[config.mk]
export PLATFORM = sky130hd
export DESIGN_NAME = arbiter_rr
export DESIGN_NICKNAME = d
export VERILOG_FILES = /design/src/rtl/arb_pkg.sv /design/src/rtl/arb_pick.sv /design/src/rtl/arbiter_rr.sv
export SDC_FILE = /design/constraint.sdc
export NUM_CORES = 1
export LEC_CHECK = 0
export ABC_AREA = 1
export CAP_MARGIN = 40
export CELL_PAD_IN_SITES_DETAIL_PLACEMENT = 1
export CELL_PAD_IN_SITES_GLOBAL_PLACEMENT = 1
export CORE_MARGIN = 1
export CORE_UTILIZATION = 35
export DETAILED_ROUTE_END_ITERATION = 8
export GPL_ROUTABILITY_DRIVEN = 0
export MAX_ROUTING_LAYER = met4
export PLACE_DENSITY_LB_ADDON = 0.1
export SKIP_CTS_REPAIR_TIMING = 1
export SLEW_MARGIN = 20
export SYNTH_ARGS = -nofsm -noshare
export SYNTH_HDL_FRONTEND = slang
export SYNTH_SLANG_ARGS = --single-unit
[constraint.sdc]
create_clock -name clk -period 2.4 [get_ports clk]
set_input_delay 0.48 -clock clk [delete_from_list [all_inputs] [get_ports clk]]
set_output_delay 0.48 -clock clk [all_outputs]
set_load 0.01 [all_outputs]
[src/rtl/arb_pkg.sv]
// rtl/arb_pkg.sv - shared state/mode encodings and helpers for the round-robin arbiter
package arb_pkg;

    typedef enum logic [0:0] {
        ST_IDLE  = 1'b0,
        ST_GRANT = 1'b1
    } state_t;

    localparam logic MODE_FIXED = 1'b0;
    localparam logic MODE_RR    = 1'b1;

    // Bits needed to hold values 0..value-1, never less than one bit
    function automatic int clog2_min1(input int unsigned value);
        int r;
        r = 0;
        while ((32'd1 << r) < value) begin
            r = r + 1;
        end
        return (r < 1) ? 1 : r;
    endfunction

    // One-hot decode of an index; callers truncate to their own width
    function automatic logic [31:0] onehot(input int unsigned idx);
        return 32'd1 << idx;
    endfunction

endpackage

[src/rtl/arb_pick.sv]
// rtl/arb_pick.sv - combinational first-set-bit picker with rotating start point
module arb_pick
    import arb_pkg::*;
#(
    parameter int W = 2
) (
    input  logic [(1<<W)-1:0] cand,
    input  logic [W-1:0]      start,
    input  logic              mode,
    output logic [W-1:0]      pick,
    output logic              any
);

    localparam int N = 1 << W;

    logic [W-1:0] base;
    logic [W-1:0] idx;

    // Fixed priority is just a round-robin scan that always starts at index 0
    assign base = (mode == MODE_RR) ? start : '0;

    // Scan base, base+1, ... with natural W-bit wrap; first candidate wins
    always_comb begin
        pick = '0;
        any  = 1'b0;
        idx  = '0;
        for (int i = 0; i < N; i++) begin
            idx = base + W'(i);
            if (!any && cand[idx]) begin
                pick = idx;
                any  = 1'b1;
            end
        end
    end

endmodule

[src/rtl/arbiter_rr.sv]
// rtl/arbiter_rr.sv - registered N-way fixed/round-robin arbiter with optional hold limit
module arbiter_rr
    import arb_pkg::*;
#(
    parameter int W        = 2,
    parameter int MAX_HOLD = 0
) (
    input  logic              clk,
    input  logic              rst,
    input  logic [(1<<W)-1:0] req,
    input  logic              mode,
    output logic [(1<<W)-1:0] gnt,
    output logic [W-1:0]      gnt_id,
    output logic              gnt_valid,
    output logic              timeout
);

    localparam int N  = 1 << W;
    localparam int CW = clog2_min1(MAX_HOLD + 1);
    localparam logic [CW-1:0] HOLD_MAX  = CW'(MAX_HOLD);
    localparam logic [CW-1:0] CNT_START = (MAX_HOLD == 0) ? '0 : CW'(1);

    state_t        state;
    logic [W-1:0]  ptr;
    logic [CW-1:0] cnt;

    logic          owner_req;
    logic          limit_hit;
    logic [N-1:0]  owner_mask;
    logic [N-1:0]  cand;
    logic [W-1:0]  pick;
    logic          any;
    logic          do_grant;
    logic [W-1:0]  next_id;

    assign owner_req  = req[gnt_id];
    assign owner_mask = N'(onehot(32'(gnt_id)));

    // Forced release: owner still asking but has used its full hold budget
    assign limit_hit = (MAX_HOLD != 0) && (state == ST_GRANT) && owner_req && (cnt == HOLD_MAX);

    // On forced release the owner is hidden so anyone else waiting gets a turn
    assign cand = limit_hit ? (req & ~owner_mask) : req;

    arb_pick #(.W(W)) u_pick (
        .cand  (cand),
        .start (ptr),
        .mode  (mode),
        .pick  (pick),
        .any   (any)
    );

    // A grant is issued from IDLE, on release with a winner, or on any forced release
    assign do_grant = ((state == ST_IDLE) && any) ||
                      ((state == ST_GRANT) && ((!owner_req && any) || limit_hit));

    // With nobody else waiting at a forced release, the owner is simply re-granted
    assign next_id = any ? pick : gnt_id;

    // Grant FSM: registered outputs, rr pointer and hold counter
    always_ff @(posedge clk) begin
        if (rst) begin
            state     <= ST_IDLE;
            gnt       <= '0;
            gnt_id    <= '0;
            gnt_valid <= 1'b0;
            timeout   <= 1'b0;
            ptr       <= '0;
            cnt       <= '0;
        end else begin
            timeout <= 1'b0;
            if (do_grant) begin
                state     <= ST_GRANT;
                gnt       <= N'(onehot(32'(next_id)));
                gnt_id    <= next_id;
                gnt_valid <= 1'b1;
                timeout   <= limit_hit;
                ptr       <= next_id + W'(1);
                cnt       <= CNT_START;
            end else if ((state == ST_GRANT) && !owner_req) begin
                state     <= ST_IDLE;
                gnt       <= '0;
                gnt_valid <= 1'b0;
                cnt       <= '0;
            end else if ((state == ST_GRANT) && (MAX_HOLD != 0)) begin
                cnt <= cnt + CW'(1);
            end
        end
    end

endmodule

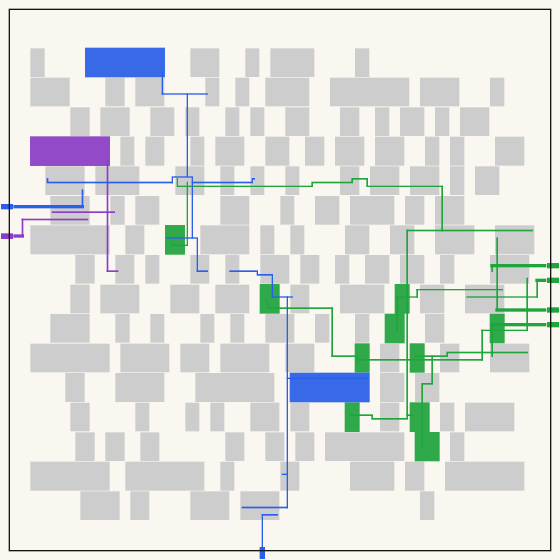
Figure 1: run 1, nets reached from selected ports.
| colour | port | bits | direction | edge | end cells | buffers | wire |
|---|---|---|---|---|---|---|---|
| green | `req` | 4 | input | east | 10 | 5 | 176 um |
| purple | `gnt_valid` | 1 | output | west | 1 | 1 | 25.0 um |
| blue | `gnt_id` | 2 | output | 1 west, 1 south | 2 | 2 | 97.9 um |
port bufs: 13
IO Count: 15

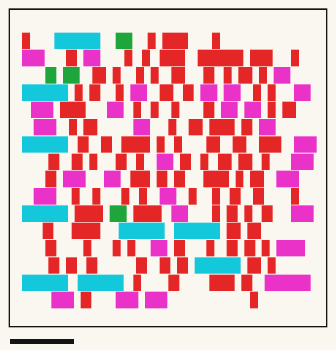
Figure 2: run 1, cells coloured by class.
The bar under the picture is 10 um long.
| colour | class | cells |
|---|---|---|
| green | clock drivers and dummy loads | 4 |
| red | combinational and other logic | 107 |
| magenta | remaining buffers and delay cells | 30 |
| cyan | sequential cells | 9 |
Finished Cell Area: 1110 um2
post-layout util: 54.3%

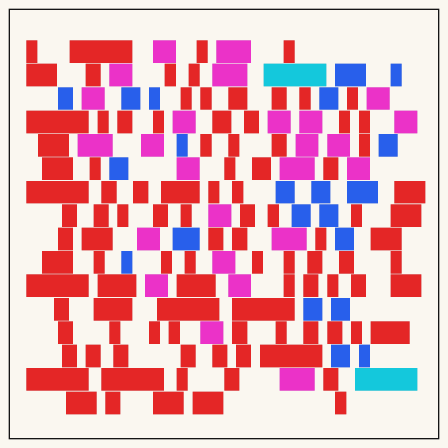
Figure 3: run 1, sizing map.
| colour | size | cells |
|---|---|---|
| red | _0 and _1 cells | 102 |
| magenta | _3 and _4 cells | 25 |
| blue | _2 cells | 21 |
| cyan | _6 and larger | 2 |
non-clock buffer count: 30
Area growth syn-to-layout: 39.1%
final worst slack: 0.193 ns

==> impl_metrics.csv, run 1 <==
group,metric,value,unit
run_status,outcome,"finished clean",
synth,synth_cells,120,
setup_path,crit_top_cell,"nand2_1",
die,design.die.area,2470,um2
setup_path,criticalPathCategory,"input pin to register",
global_route,grt_max_degree,10,
synth,ys_sh_xor,0,%
clocking,cts-root-buf,"clkbuf_4",
setup_path,r2r-start,"ptr[0]",
clocking,cts_tree,"built",
worst_hold_path,hp-class,"register to register",
cells_and_area,seq-cell-share,16.3,%
synth,syn-num-nets,131,
synth,netlist_area,797,um2
sta,fmax,0.453,GHz
clocking,cts.path.max_buffers,2,
synth,ys_cells,120,
die,fp.dieW,49.7,um
setup_path,cp-startpoint,"req[2]",
setup_path,slowest_delay,0.56,ns
die,die_height,49.7,um
setup_path,cpMaxStageDelayCell,"clkdlybuf4s50_1",
cells_and_area,fill_cells,283,
die,rows,16,
synth,synth_flop_count,9,
synth,synthArstFlopShare,0,%
cells_and_area,stdcell_count,177,
cells_and_area,drive_above_1_share,32.0,%
synth,top_logic_kind,"simple AND/OR/NAND/NOR gates",
worst_hold_path,hp-start,"gnt[2]",
synth,avgSynthCellArea,6.64,um2
global_route,grt_pass1_wl,3760,um
placed_design,dp_slack,-0.273,ns
setup_path,reg2reg_slack,0.37,ns
cells_and_area,comb_area_share,46.8,%
power,ir_worst_vdd,0.591,mV
setup_path,endpoint,"gnt[2]",
clocking,clkLatencyLatePin,0.27,ns
cells_and_area,bufAreaShareNonClock,24.6,%
cells_and_area,fin_nets,162,
synth,synth_warnings,0,
sta,rsz0062_at_grt,"no",
synth,ys_sh_simple,45.7,%
cells_and_area,lay_top_cells,"nand2_1, nand3_1, buf_4, inv_1",
setup_path,start_kind,"input pin",
route,drt_wl_total,2070,um
setup_path,r2r-end,"gnt[2]",
route,ant_nets,0,
synth,yosysMostFrequentCell,"nand2_1",
clocking,htree_num_levels,1,
clocking,cts.sinks,9,
sta,finalSetupViolations,0,
placed_design,post-place-cells,173,
global_route,grt_pass1_vias,885,
placed_design,place_area,1070,um2
die,initCoreUtil,39.0,%
clocking,clkTransAtPathRegs,0.06,ns
cells_and_area,seq_cell_count,9,
route,dr.pass1.iters,3,
global_route,grt-ovfl-total,0,
worst_hold_path,whs_path_depth,2,
clocking,cts_buffers,3,
cells_and_area,largest_cell_class,"combinational gates",
sta,holdWs,0.478,ns
cells_and_area,comb_cells,87,
worst_hold_path,holdPathEnd,"gnt[2]",
route,wire_per_inst,11.7,um
setup_path,ff2ff_path_depth,15,
sta,tns,0,ns
route,viasPerCell,4.73,
synth,synthAdderAreaFrac,6.28,%
setup_path,crit_path_end_kind,"register",
setup_path,cp.required,2.55,ns
job,warning_count,29,
cells_and_area,nNonClkInverters,20,
placed_design,hpwl,1790,um
die,design.core.area,2040,um2
job,drv_cap,0,
synth,yosys.area.top_type,"dfxtp_1",
power,total_power,1.23,mW
-- run 1: per-layer routing --
| metal | track usage (%) | wire (um) |
|---|---|---|
| met1 | 24.2 | 933 |
| met3 | 2.78 | 68 |
| met5 | - | 0 |
| met4 | 8.57 | 37 |
| met2 | 35.4 | 1030 |
-- run 1: worst max-delay path: cells and delay by family --
family          cells  cell delay [ns]
fa+ha+maj           1             0.19
buf+inv             3             0.80
compound gates      2             0.22
simple gates        8             0.65
-- run 1: report_power, final --
group	total, mW	internal (mW)	switching [mW]
combinational	0.838	0.387	0.451
sequential	0.274	0.209	0.0653
clock	0.122	0.0617	0.0603
total	1.23	0.657	0.576
-- run 1: registers in the layout, indices dropped and copies added (netlist names) --
name	count
gnt	4
gnt_id	2
ptr	2
state	1
==> inputs of run 2 (changes only) <==
Settings changed: SKIP_CTS_REPAIR_TIMING 1 to not set.
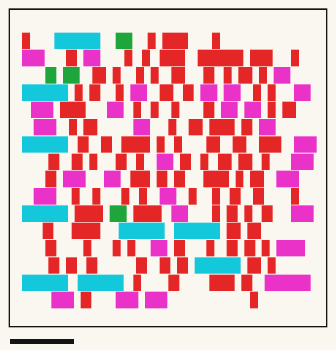
Figure 4: run 2, cells coloured by class.
The bar under the picture is 10 um long.
| colour | class | cells |
|---|---|---|
| red | combinational and other logic | 107 |
| magenta | remaining buffers and delay cells | 30 |
| cyan | sequential cells | 9 |
| green | clock drivers and dummy loads | 4 |
placement row count: 16
sequential cell area share: 16.3%

==> impl_metrics.csv, run 2 <==
group,metric,value,unit
run_status,outcome,"finished clean",
setup_path,r2r-end,"gnt[2]",
placed_design,port_buffers,13,
cells_and_area,top_regs,"gnt x4, gnt_id x2, ptr x2",
global_route,grt_max_degree,10,
route,ant_nets,0,
sta,holdWs,0.478,ns
worst_hold_path,holdPathEnd,"gnt[2]",
global_route,grt.met1_usage,24.2,%
global_route,met3_usage,2.78,%
synth,synth_flop_count,9,
synth,synth_cells,120,
job,warning_count,29,
clocking,cts.sinks,9,
sta,rsz0062_at_grt,"no",
route,viasPerCell,4.73,
setup_path,crit_top_cell,"nand2_1",
die,io_pins,15,
setup_path,critPathBufInv,3,
cells_and_area,lay_top_cells,"nand2_1, nand3_1, buf_4, inv_1",
setup_path,ff2ff_path_depth,15,
job,drv_cap,0,
synth,yosys.area.top_type,"dfxtp_1",
setup_path,reg2reg_slack,0.37,ns
global_route,grt-ovfl-total,0,
power,sw_frac_of_total,46.7,%
cells_and_area,area_growth,39.1,%
die,design.die.area,2470,um2
die,design.core.area,2040,um2
synth,synthArstFlopShare,0,%
setup_path,cpMaxStageDelayCell,"clkdlybuf4s50_1",
clocking,cts-root-buf,"clkbuf_4",
route,wl_met3,68,um
cells_and_area,top_register,"gnt",
power,p_comb_share,67.9,%
synth,ys_cells,120,
route,wire_per_inst,11.7,um
worst_hold_path,whs_path_depth,2,
clocking,cts.path.max_buffers,2,
clocking,clkLatencyLatePin,0.27,ns
power,ir_worst_vdd,0.591,mV
power,power_combinational,0.838,mW
sta,fin_ws,0.193,ns
synth,netlist_area,797,um2
setup_path,r2r-start,"ptr[0]",
route,dr.pass1.iters,3,
power,seq-power,0.274,mW
placed_design,hpwl,1790,um
setup_path,crit_family,"buffers and inverters",
sta,tns,0,ns
placed_design,place_area,1070,um2
power,power_frac_seq,22.2,%
power,p_sw,0.576,mW
route,wl_met1,933,um
power,p_int,0.657,mW
global_route,grt_pass1_wl,3760,um
clocking,cts_buffers,3,
cells_and_area,stdcell_count,177,
cells_and_area,largest_reg_flops,4,
route,wl_met2,1030,um
synth,avgSynthCellArea,6.64,um2
sta,finalSetupViolations,0,
placed_design,post-place-cells,173,
setup_path,criticalPathCategory,"input pin to register",
power,powerClk,0.122,mW
worst_hold_path,hp-start,"gnt[2]",
synth,ys_sh_xor,0,%
setup_path,slowest_delay,0.56,ns
-- run 2: worst max path at each step --
| stage | start | to | slack (ns) | cells after the start |
|---|---|---|---|---|
| floorplan | mode | ptr[1] | 0.37 | 13 |
| global placement | mode | gnt[1] | -0.18 | 16 |
| detailed placement | mode | ptr[1] | -0.27 | 15 |
| CTS | mode | ptr[1] | 0.02 | 15 |
| global route | req[2] | gnt[2] | 0.04 | 14 |
| finish | req[2] | gnt[2] | 0.19 | 14 |
-- run 2: area by class of cell --
| class | instances | area, um2 |
|---|---|---|
| Timing Repair Buffer | 30 | 273 |
| Fill cell | 283 | 933 |
| Tap cell | 27 | 33.8 |
| Clock buffer | 3 | 22.5 |
| Multi-Input combinational cell | 87 | 519 |
| Inverter | 20 | 75.1 |
| Clock inverter | 1 | 5.00 |
| Sequential cell | 9 | 180 |
No activity file was given, so power comes from the tool's default toggle rates.
